## config.mk

```make
export PLATFORM = sky130hd
export DESIGN_NAME = bw_io_ddr_vref_ctl_flat
export DESIGN_NICKNAME = d
export VERILOG_FILES = /design/src/rtl/bw_io_ddr_vref_pkg.sv /design/src/rtl/bw_io_ddr_vref_if.sv /design/src/rtl/bw_io_ddr_vref_tmr.sv /design/src/rtl/bw_io_ddr_vref_ctl.sv /design/src/flat_wrapper.sv
export SDC_FILE = /design/constraint.sdc
export NUM_CORES = 1
export LEC_CHECK = 0
export CAP_MARGIN = 15
export CORE_MARGIN = 3
export CORE_UTILIZATION = 59
export CTS_CLUSTER_SIZE = 8
export DETAILED_ROUTE_END_ITERATION = 10
export PLACE_DENSITY = 0.95
export SYNTH_ARGS = -nofsm -noshare
export SYNTH_HDL_FRONTEND = slang
export SYNTH_SLANG_ARGS = --single-unit
```

## constraint.sdc

```tcl
create_clock -name clk -period 10.9 [get_ports clk]
set_clock_uncertainty 0.05 [all_clocks]
set_input_delay 2.18 -clock clk [delete_from_list [all_inputs] [get_ports clk]]
set_output_delay 2.18 -clock clk [all_outputs]
set_load 0.01 [all_outputs]
```

## src/rtl/bw_io_ddr_vref_pkg.sv

```systemverilog
// Shared types and defaults for the DDR Vref code sequencer.
package bw_io_ddr_vref_pkg;

    localparam int unsigned VREF_W = 8;
    localparam logic [VREF_W-1:0] VREF_RST_CODE = 8'h80;

    typedef enum logic [1:0] {
        StIdle,
        StStep,
        StSettle,
        StDone
    } vref_state_e;

    // Counter width able to hold n-1; never narrower than one bit.
    function automatic int unsigned cnt_width(input int unsigned n);
        return (n > 1) ? $clog2(n) : 1;
    endfunction

endpackage

```

## src/rtl/bw_io_ddr_vref_if.sv

```systemverilog
// Request/ack and Vref output bundle between the training logic and the Vref sequencer.
interface bw_io_ddr_vref_if
    import bw_io_ddr_vref_pkg::*;
#(
    parameter int unsigned W = VREF_W
);
    logic         upd_req;
    logic [W-1:0] upd_code;
    logic         upd_ack;
    logic         freeze;
    logic [W-1:0] vref_code;
    logic         busy;
    logic         done;

    modport master (
        output upd_req,
        output upd_code,
        output freeze,
        input  upd_ack,
        input  vref_code,
        input  busy,
        input  done
    );

    modport slave (
        input  upd_req,
        input  upd_code,
        input  freeze,
        output upd_ack,
        output vref_code,
        output busy,
        output done
    );
endinterface

```

## src/rtl/bw_io_ddr_vref_tmr.sv

```systemverilog
// Loadable down-counter with hold; tc_o is high while the count sits at zero.
module bw_io_ddr_vref_tmr #(
    parameter int unsigned Width = 4
) (
    input  logic             clk,
    input  logic             rst_l,
    input  logic             load_i,
    input  logic [Width-1:0] load_val_i,
    input  logic             en_i,
    input  logic             hold_i,
    output logic             tc_o
);
    logic [Width-1:0] cnt_d, cnt_q;

    always_comb begin
        cnt_d = cnt_q;
        if (load_i) begin
            cnt_d = load_val_i;
        end else if (en_i && !hold_i && (cnt_q != '0)) begin
            cnt_d = cnt_q - Width'(1);
        end
    end

    always_ff @(posedge clk) begin
        if (!rst_l) begin
            cnt_q <= '0;
        end else begin
            cnt_q <= cnt_d;
        end
    end

    assign tc_o = (cnt_q == '0);

endmodule

```

## src/rtl/bw_io_ddr_vref_ctl.sv

```systemverilog
// DDR Vref code sequencer: accepts a target code, slews one LSB per STEP_CYC cycles,
// waits SETTLE_CYC cycles, then pulses done.
module bw_io_ddr_vref_ctl
    import bw_io_ddr_vref_pkg::*;
#(
    parameter int unsigned W          = VREF_W,
    parameter logic [W-1:0] RST_CODE  = VREF_RST_CODE,
    parameter int unsigned STEP_CYC   = 16,
    parameter int unsigned SETTLE_CYC = 64
) (
    input logic              clk,
    input logic              rst_l,
    bw_io_ddr_vref_if.slave  vif
);
    localparam int unsigned StepW = cnt_width(STEP_CYC);
    localparam int unsigned SetW  = cnt_width(SETTLE_CYC);
    localparam logic [StepW-1:0] StepLoad = StepW'(STEP_CYC - 1);
    localparam logic [SetW-1:0]  SetLoad  = SetW'(SETTLE_CYC - 1);

    vref_state_e  state_d, state_q;
    logic [W-1:0] code_d, code_q;
    logic [W-1:0] tgt_d, tgt_q;
    logic         ack_d, ack_q;
    logic         step_load, set_load;
    logic         step_tc, set_tc;

    always_comb begin
        state_d   = state_q;
        code_d    = code_q;
        tgt_d     = tgt_q;
        ack_d     = 1'b0;
        step_load = 1'b0;
        set_load  = 1'b0;
        unique case (state_q)
            StIdle: begin
                if (vif.upd_req) begin
                    tgt_d     = vif.upd_code;
                    ack_d     = 1'b1;
                    step_load = 1'b1;
                    state_d   = StStep;
                end
            end
            StStep: begin
                // Direction comes from comparison, so the code never wraps past a rail.
                if (step_tc && !vif.freeze) begin
                    if (code_q == tgt_q) begin
                        set_load = 1'b1;
                        state_d  = StSettle;
                    end else begin
                        step_load = 1'b1;
                        code_d    = (tgt_q > code_q) ? code_q + W'(1) : code_q - W'(1);
                    end
                end
            end
            StSettle: begin
                if (set_tc && !vif.freeze) begin
                    state_d = StDone;
                end
            end
            StDone: begin
                state_d = StIdle;
            end
            default: begin
                state_d = StIdle;
            end
        endcase
    end

    always_ff @(posedge clk) begin
        if (!rst_l) begin
            state_q <= StIdle;
            code_q  <= RST_CODE;
            tgt_q   <= RST_CODE;
            ack_q   <= 1'b0;
        end else begin
            state_q <= state_d;
            code_q  <= code_d;
            tgt_q   <= tgt_d;
            ack_q   <= ack_d;
        end
    end

    bw_io_ddr_vref_tmr #(
        .Width (StepW)
    ) u_step_tmr (
        .clk        (clk),
        .rst_l      (rst_l),
        .load_i     (step_load),
        .load_val_i (StepLoad),
        .en_i       (state_q == StStep),
        .hold_i     (vif.freeze),
        .tc_o       (step_tc)
    );

    bw_io_ddr_vref_tmr #(
        .Width (SetW)
    ) u_settle_tmr (
        .clk        (clk),
        .rst_l      (rst_l),
        .load_i     (set_load),
        .load_val_i (SetLoad),
        .en_i       (state_q == StSettle),
        .hold_i     (vif.freeze),
        .tc_o       (set_tc)
    );

    assign vif.upd_ack   = ack_q;
    assign vif.vref_code = code_q;
    assign vif.busy      = (state_q != StIdle);
    assign vif.done      = (state_q == StDone);

endmodule
```

## src/flat_wrapper.sv

```systemverilog
// flat-port wrapper written by rule: the top's interface ports become plain ports
module bw_io_ddr_vref_ctl_flat import bw_io_ddr_vref_pkg::*;
#(
    parameter int unsigned W          = VREF_W,
    parameter logic [W-1:0] RST_CODE  = VREF_RST_CODE,
    parameter int unsigned STEP_CYC   = 16,
    parameter int unsigned SETTLE_CYC = 64
)
  (clk, rst_l, vif_upd_req, vif_upd_code, vif_freeze, vif_upd_ack, vif_vref_code, vif_busy, vif_done);
  bw_io_ddr_vref_if #(.W(W)) vif_i ();
  input logic clk;
  input logic rst_l;
  input wire logic [$bits(vif_i.upd_req)-1:0] vif_upd_req;
  input wire logic [$bits(vif_i.upd_code)-1:0] vif_upd_code;
  input wire logic [$bits(vif_i.freeze)-1:0] vif_freeze;
  output wire logic [$bits(vif_i.upd_ack)-1:0] vif_upd_ack;
  output wire logic [$bits(vif_i.vref_code)-1:0] vif_vref_code;
  output wire logic [$bits(vif_i.busy)-1:0] vif_busy;
  output wire logic [$bits(vif_i.done)-1:0] vif_done;
  assign vif_i.upd_req = vif_upd_req;
  assign vif_i.upd_code = vif_upd_code;
  assign vif_i.freeze = vif_freeze;
  assign vif_upd_ack = vif_i.upd_ack;
  assign vif_vref_code = vif_i.vref_code;
  assign vif_busy = vif_i.busy;
  assign vif_done = vif_i.done;
  bw_io_ddr_vref_ctl #(.W(W), .RST_CODE(RST_CODE), .STEP_CYC(STEP_CYC), .SETTLE_CYC(SETTLE_CYC)) u_core (.clk(clk), .rst_l(rst_l), .vif(vif_i));
endmodule
```

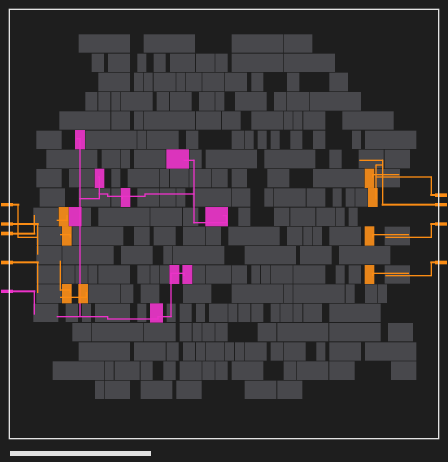
*Wires at chosen ports, followed through buffers, run 1*
Bar = 20 um.
- orange: vif_upd_code (bits 8; direction input; end cells 8; buffers 8; wire 110 um)
- magenta: rst_l (bits 1; direction input; end cells 9; buffers 1; wire 93.5 um)
port buffer count: 22
count of pins on the block boundary: 23

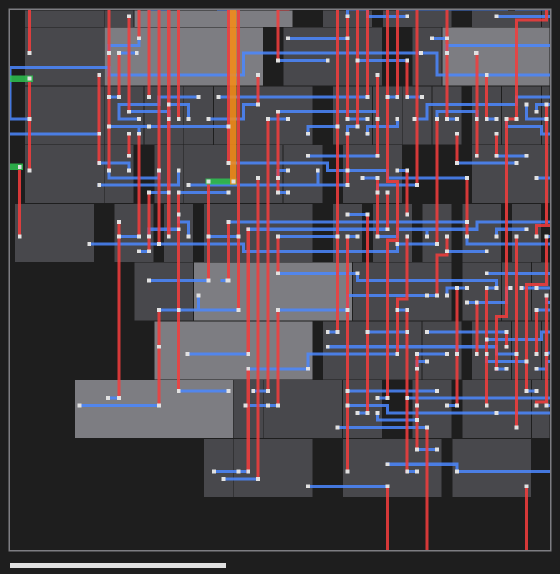
*Zoomed window, run 1*
Bar = 10 um. Window x 3 to 28, y 3 to 28 um. Cells in grey, sequential cells in the stronger grey; small squares are vias.
- red: M2
- orange: M4
- green: M3
- blue: M1
- most frequent: nand2_1 (11), a21oi_1 (8), clkdlybuf4s50_1 (7)
- netlist names of flops here include: u_core.vif.vref_code (3), u_core.tgt_q (2)
- sequential cells in the window: 5
- cells with their middle in the window: 52

==> flow_summary.toml, run 1 <==
# yosys + openroad results
[outcome]
status = "completed"

[setup_path]
timing.critical_path.arrival_ps = 4160
startpoint_type = "flop"
worst-path-max-fanout = 8
critPathSlowestCell = "sky130_fd_sc_hd__dfxtp_1"
worst_setup_path_end_kind = "flop"
cell_type_group_with_the_largest_total_delay_on_the_critical_path = "AND-OR/OR-AND gates"

[cells_and_area]
area_share_of_buffers_outside_the_clock_network_pct = 10.8
finished_layout_cell_area_um2 = 2050
seq_area_share_pct = 28.3
area_growth_pct = 16.8
ff_count = 29
clock_cell_area_share_pct = 2.69
fill_cells = 201
nonClockInverterCount = 20
antennaDiodeCount = 0

[die]
die_h_um = 60.5
floorplan.die_area_um2 = 3660
placementRows = 19
initCoreUtil_pct = 62.5

[global_route]
number_of_antenna_violations_at_the_first_check_in_global_routing = 0
groute.layer.met3.usage_pct = 5.74
grt_max_degree = 25
grt_pass1_wl_um = 6000
number_of_global_route_vias_before_repair = 1402

[place]
dpl_cell_area_um2 = 1990
dpl_worst_slack_ps = 6600
placed_cells_incl_taps = 258

[logic_synthesis]
ys_area_um2 = 1750
yosys_cells = 210
postSynthSeqShare_pct = 33.1
yosys-top-cells-area = "sky130_fd_sc_hd__dfxtp_1, sky130_fd_sc_hd__ha_1, sky130_fd_sc_hd__a21oi_1, sky130_fd_sc_hd__nand2_1, sky130_fd_sc_hd__xnor2_1"
synth.cells.most_frequent = "sky130_fd_sc_hd__nand2_1, sky130_fd_sc_hd__a21oi_1, sky130_fd_sc_hd__dfxtp_1"
top_cell = "sky130_fd_sc_hd__nand2_1"
ys_seq_elements = 29
synthesis.instances = 210
syn_area_per_cell_um2 = 8.35
share_of_synthesized_registers_carrying_an_async_set_or_reset_pct = 0
synth_cell_area_um2 = 1750
post_synth_mux_area_share_pct = 1.78

[clock_tree]
cts_root_buffer = "sky130_fd_sc_hd__clkbuf_4"
hold_buffers = 0
clk_path_buf_depth = 2
post-cts-setup-buffers = 0
htreeDepth = 2

[flow_run]
drv.max_cap_violation_count = 0

[power]
p_seq_share_pct = 29.9
cellLeakagePower_nw = 0.858
pwr-share-clk_pct = 13.5
internal_power_mw = 0.281

[timing]
min_period_ps = 3980
final_min_period_over_clock_period_pct = 36.5
unrepaired_setup_endpoints_after_global_routing = "false"
finalHoldViolCount = 0
hold_slack_ps = 419

[drt]
totalWireLength_um = 3560
firstDrtPassIters = 4
wl_met2_um = 1630
highest-signal-layer = "met4"
routed_via_density = 5.49
routedLengthMet1_um = 1750
route.met3.wl_um = 124
drt_drc_violations_left = 0
detail_route.iter0.violations = 60

[min_path]
min-delay-path-class = "flop to flop"
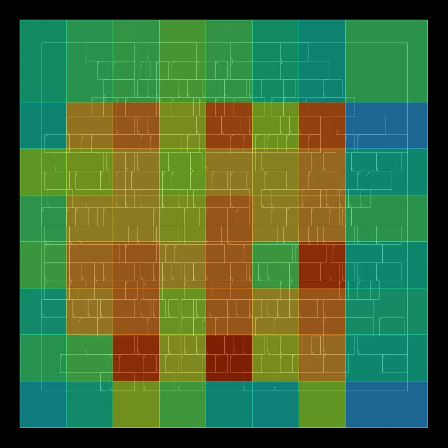
*Routing congestion map, run 1*
total track usage: 22.0%
met1 track demand over resource: 29.2%
fin util: 73.0%
met2 routing resource usage after global routing: 34.6%
routed wire length per instance: 13.4 um

==> run 1: flip-flops by register name, summed over array words and instances (netlist names) <==
signal	count
u_core.state_q	2
u_core.tgt_q	8
u_core.vif.vref_code	8
u_core.u_step_tmr.cnt_q	4
u_core.vif.upd_ack	1
u_core.u_settle_tmr.cnt_q	6
==> run 1: final timing paths <==
kind,slack (ps),to,start,depth (start not counted)
min,420,u_core.tgt_q[4],u_core.tgt_q[4],2
min reg2reg,420,u_core.tgt_q[4],u_core.tgt_q[4],2
max,6920,u_core.vif.vref_code[7],u_core.vif.vref_code[1],12
max reg2reg,6920,u_core.vif.vref_code[7],u_core.vif.vref_code[1],12
==> run 2: changes to the inputs <==
Settings changed: CORE_UTILIZATION 59 to 54, PLACE_DENSITY 0.95 to 0.9.
Clock period 10.9 ns to 3.8 ns, I/O delays scaled along.
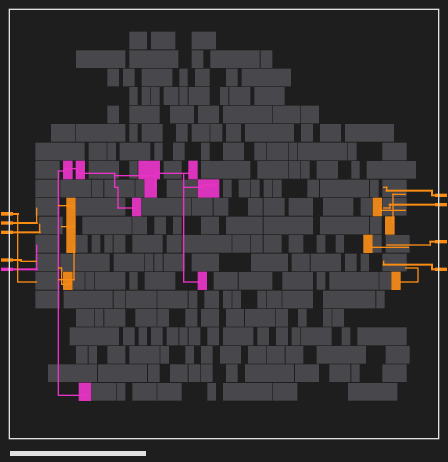
*Wires at chosen ports, followed through buffers, run 2*
Bar = 20 um.
- magenta: rst_l (bits 1; direction input; end cells 9; buffers 1; wire 99.1 um)
- orange: vif_upd_code (bits 8; direction input; end cells 8; buffers 8; wire 101 um)

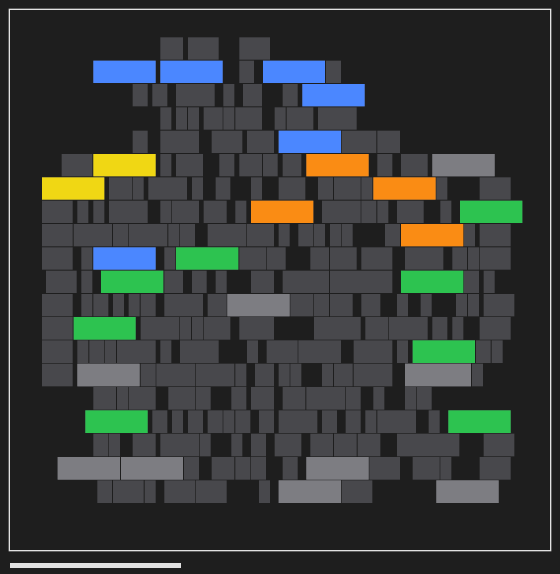
*Register map, names as in the netlist, run 2*
Bar = 20 um. Other sequential cells in the stronger grey, the rest of the logic in the fainter grey.
- green: u_core.tgt_q (sequential cells 8)
- yellow: u_core.state_q (sequential cells 2)
- orange: u_core.u_step_tmr.cnt_q (sequential cells 4)
- blue: u_core.u_settle_tmr.cnt_q (sequential cells 6)

==> flow_summary.toml, run 2 <==
# yosys + openroad results
[timing]
final_min_period_over_clock_period_pct = 95.2
min_period_ps = 3620
unrepaired_setup_endpoints_after_global_routing = "false"

[cells_and_area]
seq_area_share_pct = 27.8
finished_layout_cell_area_um2 = 2090
clock_cell_area_share_pct = 2.45
nonClockInverterCount = 20
fill_cells = 269
antennaDiodeCount = 0

[setup_path]
crit_path_start = "u_core.vif.vref_code[3]"
worst-path-max-fanout = 6
startpoint_type = "flop"
timing.reg2reg.worst_path_depth = 12
cp_endpoint = "u_core.vif.vref_code[7]"
regToRegSetupSlack_ps = 180
timing.critical_path.arrival_ps = 3800

[drt]
drt_drc_violations_left = 0
routedLengthMet1_um = 1810
detail_route.wl_per_cell_um = 13.2
totalWireLength_um = 3710

[global_route]
grt_pass1_wl_um = 6460
number_of_global_route_vias_before_repair = 1467
grt_max_degree = 25
grtUsageTotal_pct = 20.6

[logic_synthesis]
synthesis.instances = 210
share_of_synthesized_registers_carrying_an_async_set_or_reset_pct = 0
top_cell = "sky130_fd_sc_hd__nand2_1"
ys_area_um2 = 1750
syn_area_per_cell_um2 = 8.35
postSynthSeqShare_pct = 33.1
ys_seq_elements = 29
post_synth_mux_area_share_pct = 1.78

[min_path]
worst_hold_path_endpoint = "u_core.tgt_q[6]"

[flow_run]
drv.max_cap_violation_count = 0

[outcome]
status = "completed"

[clock_tree]
hold_buffers = 0
cts_root_buffer = "sky130_fd_sc_hd__clkbuf_4"

[power]
p_seq_share_pct = 29.1

[die]
die_h_um = 63.0

[place]
dpl_cell_area_um2 = 2020
numPortBuffers = 22
## run 2: worst max-delay path, stage by stage (launching register included)
cell	delay, ps
sky130_fd_sc_hd__dfxtp_1	370
sky130_fd_sc_hd__inv_1	80
sky130_fd_sc_hd__ha_1	330
sky130_fd_sc_hd__and3_1	230
sky130_fd_sc_hd__a221o_1	380
sky130_fd_sc_hd__a221oi_2	330
sky130_fd_sc_hd__nand2b_4	220
sky130_fd_sc_hd__ha_1	290
sky130_fd_sc_hd__a21oi_1	280
sky130_fd_sc_hd__a211oi_1	130
sky130_fd_sc_hd__or3_1	350
sky130_fd_sc_hd__mux2i_1	150
sky130_fd_sc_hd__mux2_1	320
Power figures rest on the tool's default switching activity, not on a simulated workload.
